===== config.mk =====
export PLATFORM = sky130hd
export DESIGN_NAME = mem_port_arbiter
export DESIGN_NICKNAME = d
export VERILOG_FILES = /design/src/rtl/mem_port_arbiter.sv
export SDC_FILE = /design/constraint.sdc
export NUM_CORES = 1
export LEC_CHECK = 0
export ABC_AREA = 0
export CAP_MARGIN = 20
export CORE_MARGIN = 5
export CORE_UTILIZATION = 40
export CTS_CLUSTER_SIZE = 30
export DETAILED_ROUTE_END_ITERATION = 12
export SLEW_MARGIN = 20
export SYNTH_ARGS = -nofsm -noshare
export SYNTH_HDL_FRONTEND = slang
export SYNTH_SLANG_ARGS = --single-unit

===== constraint.sdc =====
create_clock -name i_clk -period 11.6 [get_ports i_clk]
set_input_delay 1.74 -clock i_clk [delete_from_list [all_inputs] [get_ports i_clk]]
set_output_delay 1.74 -clock i_clk [all_outputs]
set_load 0.02 [all_outputs]

===== src/rtl/mem_port_arbiter.sv =====
// mem_port_arbiter: shares one memory port between a read FIFO and a write FIFO using round-robin arbitration.
// Optional build macro: MEM_ARB_PERF_EN adds saturating performance counters.
// Ports:
//   i_clk, i_rst_n                         clock, asynchronous active-low reset
//   i_ld_en/i_ld_addr/i_ld_control         read request enqueue; o_ld_full read FIFO full
//   i_st_en/i_st_addr/i_st_control/i_st_data write request enqueue; o_st_full write FIFO full
//   o_mem_en/o_mem_rdwr/o_mem_addr/o_mem_control/o_mem_wdata, i_mem_ready  registered memory request
//   i_mem_rvalid/i_mem_rdata -> o_ld_rvalid/o_ld_rdata  read response, one cycle later
//   o_ovf_err, o_rsp_err                   sticky error flags
//   o_perf_rd_cnt/o_perf_wr_cnt/o_perf_stall_cnt  (MEM_ARB_PERF_EN only)
module mem_port_arbiter #(
    parameter int DEPTH   = 4,
    parameter int MAX_OUT = 4
) (
    input  logic         i_clk,
    input  logic         i_rst_n,
    input  logic         i_ld_en,
    input  logic [31:0]  i_ld_addr,
    input  logic [4:0]   i_ld_control,
    output logic         o_ld_full,
    input  logic         i_st_en,
    input  logic [31:0]  i_st_addr,
    input  logic [4:0]   i_st_control,
    input  logic [127:0] i_st_data,
    output logic         o_st_full,
    output logic         o_mem_en,
    output logic         o_mem_rdwr,
    output logic [31:0]  o_mem_addr,
    output logic [4:0]   o_mem_control,
    output logic [127:0] o_mem_wdata,
    input  logic         i_mem_ready,
    input  logic         i_mem_rvalid,
    input  logic [127:0] i_mem_rdata,
    output logic         o_ld_rvalid,
    output logic [127:0] o_ld_rdata,
`ifdef MEM_ARB_PERF_EN
    output logic [31:0]  o_perf_rd_cnt,
    output logic [31:0]  o_perf_wr_cnt,
    output logic [31:0]  o_perf_stall_cnt,
`endif
    output logic         o_ovf_err,
    output logic         o_rsp_err
);
    localparam int AW = $clog2(DEPTH);
    localparam logic [AW:0]   L_FULL = (AW+1)'(DEPTH);
    localparam logic [AW:0]   L_ONE  = 1;
    localparam logic [AW-1:0] L_PONE = 1;
    localparam logic [3:0]    L_MAX  = 4'(MAX_OUT);
    localparam logic [0:0]    OUT_IDLE = 1'b0;
    localparam logic [0:0]    OUT_HOLD = 1'b1;

    logic [31:0]  r_ld_addr_q [DEPTH];
    logic [4:0]   r_ld_ctl_q  [DEPTH];
    logic [31:0]  r_st_addr_q [DEPTH];
    logic [4:0]   r_st_ctl_q  [DEPTH];
    logic [127:0] r_st_data_q [DEPTH];
    logic [AW-1:0] r_ld_wp, r_ld_rp, r_st_wp, r_st_rp;
    logic [AW:0]   r_ld_cnt, r_st_cnt;
    logic          r_ld_full, r_st_full;
    logic [0:0]    r_state;
    logic          r_rr;
    logic [3:0]    r_out;
    logic          r_mem_rdwr;
    logic [31:0]   r_mem_addr;
    logic [4:0]    r_mem_ctl;
    logic [127:0]  r_mem_wdata;
    logic          r_ld_rvalid;
    logic [127:0]  r_ld_rdata;
    logic          r_ovf_err, r_rsp_err;

    logic          w_ld_push, w_st_push, w_hold_done, w_can_load, w_rr_eff;
    logic          w_rd_elig, w_wr_elig, w_pick_rd, w_pick_wr, w_rd_done, w_rsp_ok;
    logic [3:0]    w_out_eff;
    logic [AW:0]   w_ld_cnt_nxt, w_st_cnt_nxt;

    always_comb begin
        w_ld_push    = i_ld_en && (r_ld_cnt != L_FULL);
        w_st_push    = i_st_en && (r_st_cnt != L_FULL);
        w_hold_done  = (r_state == OUT_HOLD) && i_mem_ready;
        w_rd_done    = w_hold_done && !r_mem_rdwr;
        w_can_load   = (r_state == OUT_IDLE) || w_hold_done;
        // A read completing this cycle already occupies a slot when judging the next candidate.
        w_out_eff    = r_out + (w_rd_done ? 4'd1 : 4'd0);
        w_rr_eff     = w_hold_done ? ~r_mem_rdwr : r_rr;
        w_rd_elig    = (r_ld_cnt != '0) && (w_out_eff < L_MAX);
        w_wr_elig    = r_st_cnt != '0;
        w_pick_rd    = w_can_load && w_rd_elig && (!w_wr_elig || !w_rr_eff);
        w_pick_wr    = w_can_load && w_wr_elig && !w_pick_rd;
        w_rsp_ok     = i_mem_rvalid && (r_out != 4'd0);
        w_ld_cnt_nxt = (w_ld_push && !w_pick_rd) ? r_ld_cnt + L_ONE :
                       (!w_ld_push && w_pick_rd) ? r_ld_cnt - L_ONE : r_ld_cnt;
        w_st_cnt_nxt = (w_st_push && !w_pick_wr) ? r_st_cnt + L_ONE :
                       (!w_st_push && w_pick_wr) ? r_st_cnt - L_ONE : r_st_cnt;
    end

    // FIFO storage needs no reset; validity is tracked by the counters.
    always_ff @(posedge i_clk) begin
        if (w_ld_push) begin
            r_ld_addr_q[r_ld_wp] <= i_ld_addr;
            r_ld_ctl_q[r_ld_wp]  <= i_ld_control;
        end
        if (w_st_push) begin
            r_st_addr_q[r_st_wp] <= i_st_addr;
            r_st_ctl_q[r_st_wp]  <= i_st_control;
            r_st_data_q[r_st_wp] <= i_st_data;
        end
    end

    always_ff @(posedge i_clk or negedge i_rst_n) begin
        if (!i_rst_n) begin
            r_ld_wp     <= '0;
            r_ld_rp     <= '0;
            r_st_wp     <= '0;
            r_st_rp     <= '0;
            r_ld_cnt    <= '0;
            r_st_cnt    <= '0;
            r_ld_full   <= 1'b0;
            r_st_full   <= 1'b0;
            r_state     <= OUT_IDLE;
            r_rr        <= 1'b0;
            r_out       <= 4'd0;
            r_mem_rdwr  <= 1'b0;
            r_mem_addr  <= '0;
            r_mem_ctl   <= '0;
            r_mem_wdata <= '0;
            r_ld_rvalid <= 1'b0;
            r_ld_rdata  <= '0;
            r_ovf_err   <= 1'b0;
            r_rsp_err   <= 1'b0;
        end else begin
            if (w_ld_push) r_ld_wp <= r_ld_wp + L_PONE;
            if (w_st_push) r_st_wp <= r_st_wp + L_PONE;
            if (w_pick_rd) r_ld_rp <= r_ld_rp + L_PONE;
            if (w_pick_wr) r_st_rp <= r_st_rp + L_PONE;
            r_ld_cnt  <= w_ld_cnt_nxt;
            r_st_cnt  <= w_st_cnt_nxt;
            r_ld_full <= w_ld_cnt_nxt == L_FULL;
            r_st_full <= w_st_cnt_nxt == L_FULL;
            if ((i_ld_en && !w_ld_push) || (i_st_en && !w_st_push)) r_ovf_err <= 1'b1;
            if (i_mem_rvalid && (r_out == 4'd0)) r_rsp_err <= 1'b1;
            if (w_hold_done) r_rr <= ~r_mem_rdwr;
            r_state <= (w_pick_rd || w_pick_wr) ? OUT_HOLD : w_hold_done ? OUT_IDLE : r_state;
            if (w_pick_rd || w_pick_wr) begin
                r_mem_rdwr  <= w_pick_wr;
                r_mem_addr  <= w_pick_wr ? r_st_addr_q[r_st_rp] : r_ld_addr_q[r_ld_rp];
                r_mem_ctl   <= w_pick_wr ? r_st_ctl_q[r_st_rp]  : r_ld_ctl_q[r_ld_rp];
                r_mem_wdata <= w_pick_wr ? r_st_data_q[r_st_rp] : '0;
            end
            r_out <= r_out + (w_rd_done ? 4'd1 : 4'd0) - (w_rsp_ok ? 4'd1 : 4'd0);
            r_ld_rvalid <= w_rsp_ok;
            if (w_rsp_ok) r_ld_rdata <= i_mem_rdata;
        end
    end

`ifdef MEM_ARB_PERF_EN
    logic [31:0] r_perf_rd, r_perf_wr, r_perf_stall;
    always_ff @(posedge i_clk or negedge i_rst_n) begin
        if (!i_rst_n) begin
            r_perf_rd    <= '0;
            r_perf_wr    <= '0;
            r_perf_stall <= '0;
        end else begin
            if (w_rd_done && r_perf_rd != '1) r_perf_rd <= r_perf_rd + 32'd1;
            if (w_hold_done && r_mem_rdwr && r_perf_wr != '1) r_perf_wr <= r_perf_wr + 32'd1;
            if ((r_state == OUT_HOLD) && !i_mem_ready && r_perf_stall != '1) r_perf_stall <= r_perf_stall + 32'd1;
        end
    end
    assign o_perf_rd_cnt    = r_perf_rd;
    assign o_perf_wr_cnt    = r_perf_wr;
    assign o_perf_stall_cnt = r_perf_stall;
`endif

    assign o_ld_full     = r_ld_full;
    assign o_st_full     = r_st_full;
    assign o_mem_en      = r_state == OUT_HOLD;
    assign o_mem_rdwr    = r_mem_rdwr;
    assign o_mem_addr    = r_mem_addr;
    assign o_mem_control = r_mem_ctl;
    assign o_mem_wdata   = r_mem_wdata;
    assign o_ld_rvalid   = r_ld_rvalid;
    assign o_ld_rdata    = r_ld_rdata;
    assign o_ovf_err     = r_ovf_err;
    assign o_rsp_err     = r_rsp_err;
endmodule


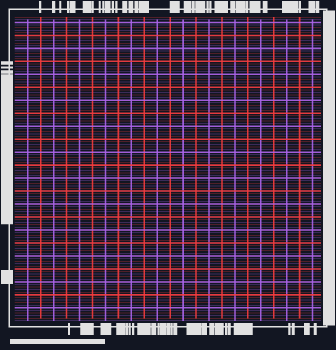
Run 1: supply network
Bar = 100 um. Pins as bars on the die edge.
red -> VDD
purple -> VSS
met1 rails = 118
met4 straps = 23
rows = 117
signal pins = 636
met5 straps = 23
vertical die dimension: 331 um
Max VDD drop: 0.158 mV
horizontal die dimension: 331 um

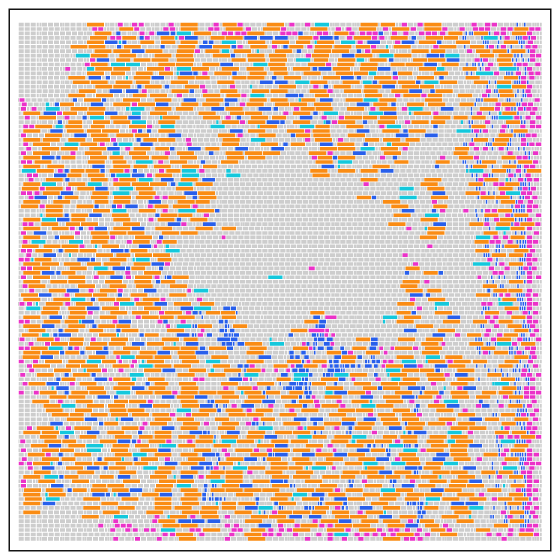
Run 1: cell classes on the final placement
Fill, decap, tap and diode cells in grey.
cyan -> clock drivers and dummy loads  # cells 218, share of their area 7.4%
blue -> remaining logic cells  # cells 938, share of their area 17%
magenta -> remaining buffers and delay cells  # cells 671, share of their area 13%
orange -> registers  # cells 1127, share of their area 63%
placeable core region: 0.102 mm2
fin util: 51.9%

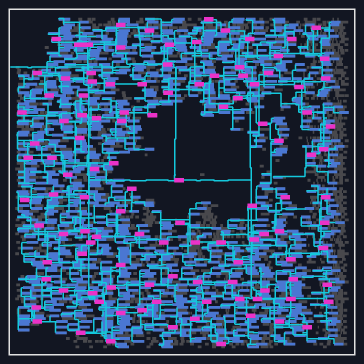
Run 1: routed clock nets over the placement
blue -> flip-flops  # count 1127
magenta -> clock-net drivers  # count 114
cyan -> clock wires  # length 13100 um
flops lie = all over the die
routed clock nets = 115
proportion of power drawn by the clock network: 26.2%
total clock network power: 3.68 mW

==> out/qor.txt, run 1 <==
register fraction of the total cell area - 60.8%
Final Max Slew Viols - 0
post-layout worst setup margin - 6790 ps
number of multi-input combinational cells - 924
number of max-cap violations - 0
most numerous logic cell after layout - sky130_fd_sc_hd__edfxtp_1
vias in the first global route - 23934
endpoint with the worst hold slack - o_ld_rdata[81]$_DFFE_PN0P_
wire length after detailed routing - 110000 um
floorplan core density - 40.4%
postcts setup bufs - 0
number of clock buffers in the layout - 159
count of instantiated cells in the yosys netlist - 2184
fraction of synthesized cell area taken by the top area cell type - 58.8%
number of distinct library cells after synthesis - 38
Yosys warning total - 0
share of post-route cells with drive strength above 1 - 14.7%
dominant kind of cell by area - sequential cells
detailed-route DRC error count - 0
total via count in the routed design - 22337
routed length on met3 - 9270 um
final weighted congestion of routability-driven global placement - 0.890
per-instance average area after synthesis - 18.9 um2
seq_cells - 1127
CTS tree - done
number of inserted filler cells in the final layout - 8311
total clock buffers created by CTS - 114
final worst path period need - 4810 ps
startpoint of the worst register-to-register path - o_mem_rdwr$_DFFE_PN0P_
chip footprint - 0.110 mm2
number of flip-flops in the largest register - 512
tool warnings - 40
Tightest Pin Transition - 1050 ps
power consumed by sequential cells - 5.87 mW
CTS resizes - 0
critical path launch point - i_mem_ready
critical path data required time - 12200 ps
Final Total Pwr - 14.1 mW
Worst Hold Path Cells - 2
worst r2r path cells - 9
first-pass iteration count of the detailed router - 5
Final setup violation count - 0
Remaining Overflow, GRT - 0
number of top-level pins - 636
top_reg_cell synth - sky130_fd_sc_hd__edfxtp_1
number of antenna-violating nets in the routed design - 0
endpoint of the worst setup timing path - o_mem_wdata[106]$_DFFE_PN0P_
Post-Route M1 WL - 42600 um
path type of the worst min-delay path - reg2reg
violation count after the first detailed-route iteration - 1391
FFs w/ async S/R, synth - 28.3%
worst path arrival time - 5410 ps
GR peak layer - met2
Met2 Wirelength - 55400 um
pre-CTS setup slack - 6050 ps
part of the total power dissipated in sequential elements - 41.7%
vias per inst - 5.15
Buffers excl. clock - 671
skew final - 27.0 ps
initial antenna violation count - 30
Final HPWL DP - 70300 um
area of the mapped netlist - 0.0413 mm2
number of enable-type register cells in the synthesized netlist - 808
met1 routing resource usage after global routing - 24.3%
number of rows in the core area - 117
CTS max path bufs - 3
Gate Area - 0.00855 mm2
count of buffers from port buffering - 635
part of the cycle the worst path needs - 41.5%
highest clock rate - 208 MHz
adder-cell share of the synthesized area - 0.646%
number of clock sinks seen by CTS - 1127
clock slew at the register clock pins of the worst setup and hold paths - 60 ps
top library cells by usage in the layout, fill and taps aside - sky130_fd_sc_hd__edfxtp_1 (808), sky130_fd_sc_hd__clkdlybuf4s50_1 (634), sky130_fd_sc_hd__nand2_1 (434)
net switching fraction of the power - 31.8%
post-synthesis instance total - 2184
area of all sequential standard cells - 0.0323 mm2
detailed-route wire length per cell - 25.3 um
result of the run - finished, final reports clean
chip area in the Yosys report - 0.0413 mm2
clk root buf - sky130_fd_sc_hd__clkbuf_16
Reg2Reg Capture Point - o_mem_wdata[106]$_DFFE_PN0P_
dominant power group - registers
combinational logic power - 4.51 mW
worst setup path category - in2reg
met2 Use GR - 33.7%
Synth-to-Final Area Change - 28.6%
## run 1: Yosys cell counts (2+ instances only)
library cell and number:
sky130_fd_sc_hd__o21ai_0 40, sky130_fd_sc_hd__nand3_1 5, sky130_fd_sc_hd__nand2b_1 4, sky130_fd_sc_hd__edfxtp_1 808, sky130_fd_sc_hd__mux4_2 202, sky130_fd_sc_hd__and3_1 11, sky130_fd_sc_hd__buf_1 12, sky130_fd_sc_hd__a31oi_1 3
sky130_fd_sc_hd__xor2_1 2, sky130_fd_sc_hd__nand2_1 434, sky130_fd_sc_hd__maj3_1 3, sky130_fd_sc_hd__and2_1 3, sky130_fd_sc_hd__ha_1 18, sky130_fd_sc_hd__a22oi_1 33, sky130_fd_sc_hd__clkbuf_1 82, sky130_fd_sc_hd__a22o_1 128
sky130_fd_sc_hd__xnor2_1 15, sky130_fd_sc_hd__inv_1 14, sky130_fd_sc_hd__dfrtp_1 319, sky130_fd_sc_hd__nor3_1 2, sky130_fd_sc_hd__buf_2 24, sky130_fd_sc_hd__mux2i_1 6
## run 1: worst max-delay path: stages
cell and delay (ps):
sky130_fd_sc_hd__clkdlybuf4s50_1 430, sky130_fd_sc_hd__and3b_1 220, sky130_fd_sc_hd__ha_1 210, sky130_fd_sc_hd__ha_1 200, sky130_fd_sc_hd__xnor2_1 200, sky130_fd_sc_hd__and3_1 250, sky130_fd_sc_hd__and3_2 230, sky130_fd_sc_hd__nor2_4 640
sky130_fd_sc_hd__buf_4 890, sky130_fd_sc_hd__a22o_1 290
## run 1: metrics by stage
stage	instances	hold slack, ps	area (um2)	utilization, %
5_1_grt	4326	483	53000	51.9
2_1_floorplan	2184	492	41300	-
6_report	4337	470	53100	51.9
3_5_place_dp	4103	459	49200	48.2
3_3_place_gp	4103	449	49200	48.2
4_1_cts	4321	476	53000	51.9
Run 1, clock nets:
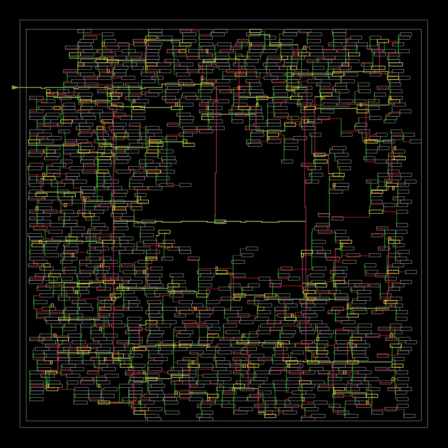

--- run 2 (diff from run 1) ---
==> constraint.sdc (replaced) <==
create_clock -name i_clk -period 4.32 [get_ports i_clk]
set_input_delay 0.648 -clock i_clk [delete_from_list [all_inputs] [get_ports i_clk]]
set_output_delay 0.648 -clock i_clk [all_outputs]
set_load 0.02 [all_outputs]
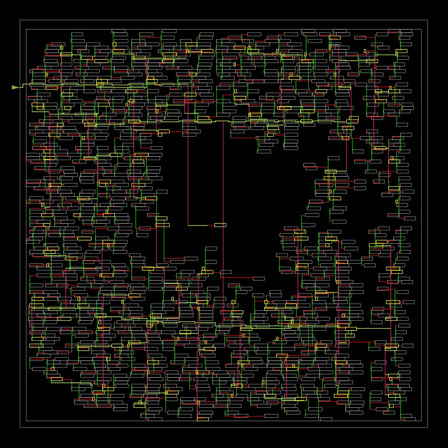
Run 2: clock nets
total clock buffers created by CTS: 115
number of clock buffers in the layout: 165

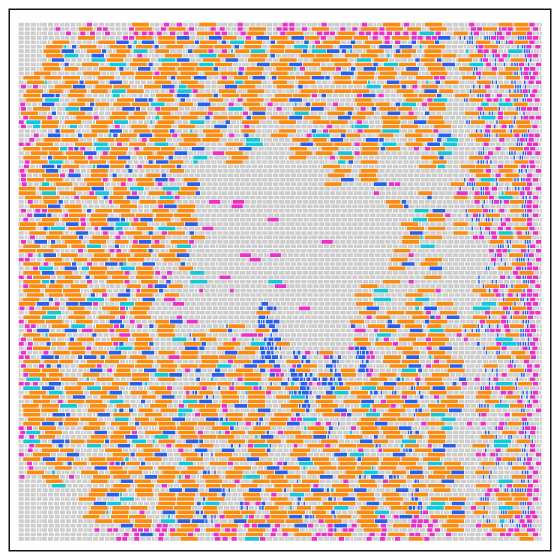
Run 2: cell classes on the final placement
Fill, decap, tap and diode cells in grey.
blue -> remaining logic cells  # cells 938, share of their area 17%
orange -> registers  # cells 1127, share of their area 62%
cyan -> clock drivers and dummy loads  # cells 220, share of their area 7.7%
magenta -> remaining buffers and delay cells  # cells 683, share of their area 14%
number of rows in the core area: 117
fin util: 52.5%
summed area of non-filler cells in the final layout: 0.0536 mm2

==> run 2 against run 1 <==
  * Die area is the same
  * Critical path type is now reg2reg
  * Flip-flop count did not move
  * Non-clock buffer count up 12
  * Largest cell class unchanged
==> out/qor.txt, run 2 <==
CTS resizes - 0
routed length on met3 - 8710 um
adder-cell share of the synthesized area - 0.646%
startpoint of the worst register-to-register path - r_out[1]$_DFF_PN0_
FFs w/ async S/R, synth - 28.3%
tool warnings - 37
largest net degree at the start of global routing - 95
first-pass iteration count of the detailed router - 5
number of top-level pins - 636
count of buffers from port buffering - 635
dominant power group - registers
CTS tree - done
horizontal die dimension - 331 um
floorplan core density - 40.4%
power consumed by sequential cells - 15.8 mW
share of post-route cells with drive strength above 1 - 15.1%
part of the cycle the worst path needs - 72.8%
final worst path period need - 3150 ps
worst path arrival time - 3700 ps
combinational logic power - 12.3 mW
number of inserted filler cells in the final layout - 8215
total clock network power - 10.3 mW
number of enable-type register cells in the synthesized netlist - 808
top cells by instance count after synthesis - sky130_fd_sc_hd__edfxtp_1 (808), sky130_fd_sc_hd__nand2_1 (434), sky130_fd_sc_hd__dfrtp_1 (319), sky130_fd_sc_hd__mux4_2 (202), sky130_fd_sc_hd__a22o_1 (128)
result of the run - finished, final reports clean
Met2 Wirelength - 57000 um
Final setup violation count - 0
Post-Route M1 WL - 42000 um
critical path launch point - r_out[1]$_DFF_PN0_
number of clock sinks seen by CTS - 1127
clk ins delay skew pair - 690 ps
GR peak layer - met2
number of max-cap violations - 0
GR met3 Demand/Resource - 6.98%
Tightest Pin Transition - 943 ps
worst setup path category - reg2reg
most numerous logic cell after layout - sky130_fd_sc_hd__edfxtp_1
post-synthesis instance total - 2184
vias in the first global route - 24152
post-layout worst setup margin - 1170 ps
number of antenna-violating nets in the routed design - 0
Synth-to-Final Area Change - 29.9%
total instance count after detailed placement - 4115
net switching fraction of the power - 31.4%
top library cells by usage in the layout, fill and taps aside - sky130_fd_sc_hd__edfxtp_1 (808), sky130_fd_sc_hd__clkdlybuf4s50_1 (634), sky130_fd_sc_hd__nand2_1 (433)
total via count in the routed design - 22450
Final HPWL DP - 70900 um
Final Max Slew Viols - 0
postcts setup bufs - 0
initial antenna violation count - 32
met1 routing resource usage after global routing - 23.4%
pre-CTS setup slack - 688 ps
fraction of synthesized cell area taken by the top area cell type - 58.8%
number of distinct library cells after synthesis - 38
detailed-route DRC error count - 0
vertical die dimension - 331 um
path type of the worst min-delay path - in2async
cell area after placement - 0.0496 mm2
area of the mapped netlist - 0.0413 mm2
clock slew at the register clock pins of the worst setup and hold paths - 60 ps
cell with the most instances after synthesis - sky130_fd_sc_hd__edfxtp_1
Post-Layout Cell Count - 4348
Remaining Overflow, GRT - 0
count of instantiated cells in the yosys netlist - 2184
clk root buf - sky130_fd_sc_hd__clkbuf_16
part of the total power dissipated in sequential elements - 41.1%
per-instance average area after synthesis - 18.9 um2
violation count after the first detailed-route iteration - 1405
met2 Use GR - 35.0%
Yosys warning total - 0
critical path data required time - 4880 ps
chip footprint - 0.110 mm2
skew final - 34.9 ps
vias per inst - 5.16
number of flip-flops in the largest register - 512
chip area in the Yosys report - 0.0413 mm2
final weighted congestion of routability-driven global placement - 0.912
top_reg_cell synth - sky130_fd_sc_hd__edfxtp_1
placeable core region - 0.102 mm2
proportion of power drawn by the clock network - 26.9%
highest clock rate - 318 MHz
CTS max path bufs - 3
Max VDD drop - 0.426 mV
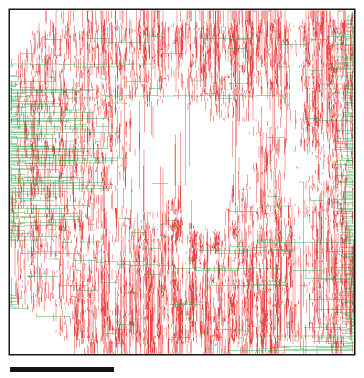
Run 2: wiring by layer
Bar = 100 um. Only two layers are drawn.
red -> M2  # wire length 57.0 mm
green -> M3  # wire length 8710 um
detailed-route wire length per cell: 25.4 um
wire length after detailed routing: 110000 um

## run 2: cell counts after synthesis
Identical to the previous run, type by type.
## run 2: through the flow
step           utilization (%)  hold WS (ps)  power (mW)
2_1_floorplan                -           352        23.0
3_3_place_gp              48.5           456        28.3
3_5_place_dp              48.5           459        28.6
4_1_cts                   52.4          19.5        39.0
5_1_grt                   52.5          37.7        40.2
6_report                  52.5          18.8        38.4
## run 2: layout make-up
| cell class | count | area, um2 | share of cell area, % |
|---|---|---|---|
| inverters | 14 | 55.1 | 0.103 |
| repair buffers | 683 | 7020 | 13.1 |
| well taps | 1368 | 1710 | 3.19 |
| clock buffers | 165 | 3240 | 6.04 |
| clock inverters | 55 | 767 | 1.43 |
| diodes | 12 | 30.0 | 0.0560 |
| flip-flops and latches | 1127 | 32300 | 60.2 |
| multi-input cells | 924 | 8540 | 15.9 |
## run 2: final timing paths
kind | end | slack (ps) | cells past startpoint
setup / recovery | r_out[2]$_DFF_PN0_ | 1170 | 6
hold / removal | o_ld_rdata[98]$_DFFE_PN0P_ | 20 | 1
setup reg to reg | r_out[2]$_DFF_PN0_ | 1170 | 6
hold reg to reg | o_ld_rdata[72]$_DFFE_PN0P_ | 470 | 2
max in group asynchronous | o_mem_wdata[109]$_DFFE_PN0P_ | 3250 | 2
min in group i_clk | o_ld_rdata[72]$_DFFE_PN0P_ | 470 | 2
## run 2: critical path: stages, from the launching register on
cell and delay (ps):
sky130_fd_sc_hd__dfrtp_1 400, sky130_fd_sc_hd__nor4_1 790, sky130_fd_sc_hd__nand2b_4 620, sky130_fd_sc_hd__inv_4 450
sky130_fd_sc_hd__ha_1 380, sky130_fd_sc_hd__ha_1 220, sky130_fd_sc_hd__xnor2_1 130
No activity file was given, so power comes from the tool's default toggle rates.
